--- src/rtl/ack_bus_pkg.sv ---
// Shared definitions for the acknowledge bus: source IDs, scheduler states
// and a small ID-to-one-hot helper.
package ack_bus_pkg;

  localparam logic [1:0] ID_MEM  = 2'd0;
  localparam logic [1:0] ID_SHA  = 2'd1;
  localparam logic [1:0] ID_AES  = 2'd2;
  localparam logic [1:0] ID_CTRL = 2'd3;

  typedef enum logic [1:0] {
    IDLE    = 2'd0,
    GRANT   = 2'd1,
    RELEASE = 2'd2
  } state_t;

  function automatic logic [3:0] id_to_onehot(input logic [1:0] id);
    return 4'b0001 << id;
  endfunction

endpackage

--- src/rtl/ack_rr_pick.sv ---
// Combinational winner picker: round-robin starting after the last winner,
// or fixed priority (lowest ID wins) when i_fixed_prio is set.
module ack_rr_pick
  import ack_bus_pkg::*;
(
  input  logic [3:0] i_req,
  input  logic [1:0] i_last_winner,
  input  logic       i_fixed_prio,
  output logic       o_valid,
  output logic [1:0] o_winner
);

  logic [1:0] w_idx;

  // Loops run from lowest to highest precedence so the last hit is the winner.
  always_comb begin
    o_valid  = |i_req;
    o_winner = ID_MEM;
    w_idx    = '0;
    if (i_fixed_prio) begin
      for (int i = 3; i >= 0; i--) begin
        if (i_req[i]) o_winner = 2'(i);
      end
    end else begin
      // Offsets 4..1 wrap in two bits, so offset 4 lands on the last winner itself.
      for (int k = 4; k >= 1; k--) begin
        w_idx = i_last_winner + 2'(k);
        if (i_req[w_idx]) o_winner = w_idx;
      end
    end
  end

endmodule

--- src/rtl/ack_bus_scheduler.sv ---
// Clocked round-robin / fixed-priority scheduler for the four-source
// acknowledge bus. One grant per IDLE->GRANT->RELEASE round, registered
// one-hot READY, winner ID broadcast and optional RELEASE timeout.
module ack_bus_scheduler #(
  parameter int TIMEOUT = 15
) (
  input  logic       clk,
  input  logic       rst_n,
  input  logic       fixed_prio,
  input  logic       req_mem,
  input  logic       req_sha,
  input  logic       req_aes,
  input  logic       req_ctrl,
  output logic       ack_ready_to_mem,
  output logic       ack_ready_to_sha,
  output logic       ack_ready_to_aes,
  output logic       ack_ready_to_ctrl,
  output logic [1:0] winner_source_id,
  output logic       ack_event,
  output logic       busy,
  output logic       timeout_err
);
  import ack_bus_pkg::*;

  // A zero-width counter is illegal, so TIMEOUT=0 keeps a one-bit counter that never moves.
  localparam int             CW       = (TIMEOUT > 0) ? $clog2(TIMEOUT + 1) : 1;
  localparam logic [CW-1:0]  CNT_MAX  = CW'(TIMEOUT);
  localparam logic [CW-1:0]  CNT_LAST = CW'(TIMEOUT - 1);

  state_t        r_state;
  logic [3:0]    r_ready;
  logic [1:0]    r_winner;
  logic [1:0]    r_last_winner;
  logic          r_ack_event;
  logic          r_busy;
  logic          r_timeout_err;
  logic [CW-1:0] r_cnt;

  logic [3:0]    w_req;
  logic          w_pick_vld;
  logic [1:0]    w_pick_id;
  logic          w_winner_req;

  assign w_req        = {req_ctrl, req_aes, req_sha, req_mem};
  assign w_winner_req = w_req[r_winner];

  ack_rr_pick u_pick (
    .i_req         (w_req),
    .i_last_winner (r_last_winner),
    .i_fixed_prio  (fixed_prio),
    .o_valid       (w_pick_vld),
    .o_winner      (w_pick_id)
  );

  // Scheduler FSM; every output is registered and derived from the next state.
  always_ff @(posedge clk or negedge rst_n) begin
    if (!rst_n) begin
      r_state       <= IDLE;
      r_ready       <= '0;
      r_winner      <= ID_MEM;
      r_last_winner <= ID_CTRL;
      r_ack_event   <= 1'b0;
      r_busy        <= 1'b0;
      r_timeout_err <= 1'b0;
      r_cnt         <= '0;
    end else begin
      r_ready       <= '0;
      r_ack_event   <= 1'b0;
      r_timeout_err <= 1'b0;
      case (r_state)
        IDLE: begin
          if (w_pick_vld) begin
            r_state       <= GRANT;
            r_winner      <= w_pick_id;
            r_last_winner <= w_pick_id;
            r_ready       <= id_to_onehot(w_pick_id);
            r_ack_event   <= 1'b1;
            r_busy        <= 1'b1;
          end
        end
        GRANT: begin
          r_state <= RELEASE;
          r_cnt   <= '0;
        end
        RELEASE: begin
          // A dropped request wins over a timeout landing on the same edge.
          if (!w_winner_req) begin
            r_state <= IDLE;
            r_busy  <= 1'b0;
          end else if ((TIMEOUT != 0) && (r_cnt == CNT_LAST)) begin
            r_state       <= IDLE;
            r_busy        <= 1'b0;
            r_timeout_err <= 1'b1;
          end else if (r_cnt != CNT_MAX) begin
            r_cnt <= r_cnt + 1'b1;
          end
        end
        default: begin
          r_state <= IDLE;
          r_busy  <= 1'b0;
        end
      endcase
    end
  end

  assign ack_ready_to_mem  = r_ready[0];
  assign ack_ready_to_sha  = r_ready[1];
  assign ack_ready_to_aes  = r_ready[2];
  assign ack_ready_to_ctrl = r_ready[3];
  assign winner_source_id  = r_winner;
  assign ack_event         = r_ack_event;
  assign busy              = r_busy;
  assign timeout_err       = r_timeout_err;

endmodule
--- config.mk ---
export PLATFORM = sky130hd
export DESIGN_NAME = ack_bus_scheduler
export DESIGN_NICKNAME = d
export VERILOG_FILES = /design/src/rtl/ack_bus_pkg.sv /design/src/rtl/ack_rr_pick.sv /design/src/rtl/ack_bus_scheduler.sv
export SDC_FILE = /design/constraint.sdc
export NUM_CORES = 1
export LEC_CHECK = 0
export CAP_MARGIN = 20
export CELL_PAD_IN_SITES_DETAIL_PLACEMENT = 0
export CELL_PAD_IN_SITES_GLOBAL_PLACEMENT = 1
export CORE_MARGIN = 1
export CORE_UTILIZATION = 40
export CTS_BUF_LIST = sky130_fd_sc_hd__clkbuf_16
export CTS_CLUSTER_SIZE = 24
export DETAILED_ROUTE_END_ITERATION = 10
export PLACE_DENSITY_LB_ADDON = 0.25
export SETUP_SLACK_MARGIN = 0.1
export SLEW_MARGIN = 30
export SYNTH_ARGS = -nofsm -noshare
export SYNTH_HDL_FRONTEND = slang
export SYNTH_SLANG_ARGS = --single-unit
--- constraint.sdc ---
create_clock -name clk -period 2.79 [get_ports clk]
set_input_delay 0.6975 -clock clk [delete_from_list [all_inputs] [get_ports clk]]
set_output_delay 0.6975 -clock clk [all_outputs]
set_load 0.05 [all_outputs]
==> images/m3.png <==
Drawn at 6 px/um.
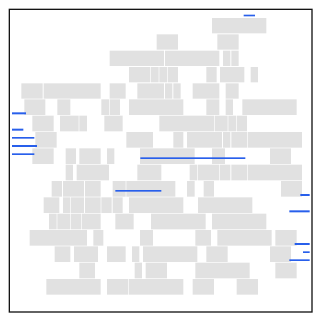
The layer holds 2.9% of the routed length. The layer carries 51.2 um of wire. The wires run mostly horizontal. 12 nets have wire on it. The longest straight run is 17.2 um.
WL final: 1789 um
M3 GR Usage: 3.636%
DR vias: 723

==> images/m2.png <==
Drawn at 6 px/um.
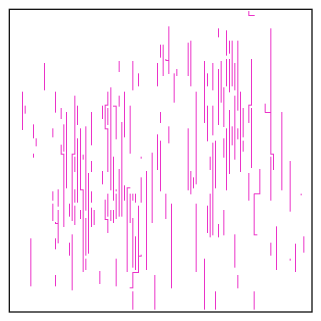
The layer holds 48% of the routed length. The layer carries 867 um of wire.
global routing usage on met2: 25.33%

==> results_dict.tcl <==
# yosys + openroad results
set metrics [dict create \
    ctsResizeCount 0 \
    logic_gates 64 \
    postRouteAntennaNets 0 \
    n_tap_cell 28 \
    ys_seq_share_pct 46.03 \
    ys_top_logic_family "simple AND/OR/NAND/NOR gates" \
    finClkSkew_ps 2.834 \
    yosys_register_bits 17 \
    rsz0062_at_grt "false" \
    avgSynthCellArea_sq_um 10.33 \
    final_nets 116 \
    pwr_density_cell_mw_per_mm2 1084 \
    post-place-cells 130 \
    fp_util_pct 42.43 \
    layout_min_cycle_time_ps 2237 \
    tns_ps 0 \
    synth_warnings 0 \
    path_clk_slew_ps 50 \
    status "finished, final reports clean" \
    antenna_found_initial 0 \
    final_cells 134 \
    path_buffers 1 \
    ir_worst_vdd_mv 0.6028 \
    tool_warnings 27 \
    fmax_ghz 0.4471 \
    wl_per_cell_um 13.35 \
    nonClkBufAreaFrac_pct 12.71 \
    reg_top3 "r_cnt: 4 flops, r_ready: 4 flops" \
    xor_share_pct 0 \
    gr-usage-met1_pct 19.15 \
    placed_area_sq_mm 0.001101 \
    grt_overflow 0 \
    signal_buffers 15 \
    required_ps 2920 \
    met3RoutedLength_um 51 \
    fillCellCount 201 \
    p_switching_mw 0.5126 \
    cts-root-buf "clkbuf_16" \
    hold_violations 0 \
]
==> images/clock_nets.png <==
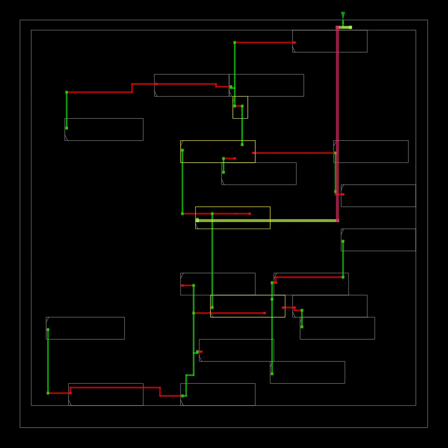
num sequential: 17
Clk. pwr: 0.281 mW
count of clock buffers in the final design: 3
clk sinks: 17
Latency at later pin: 240 ps

Power figures rest on the tool's default switching activity, not on a simulated workload.
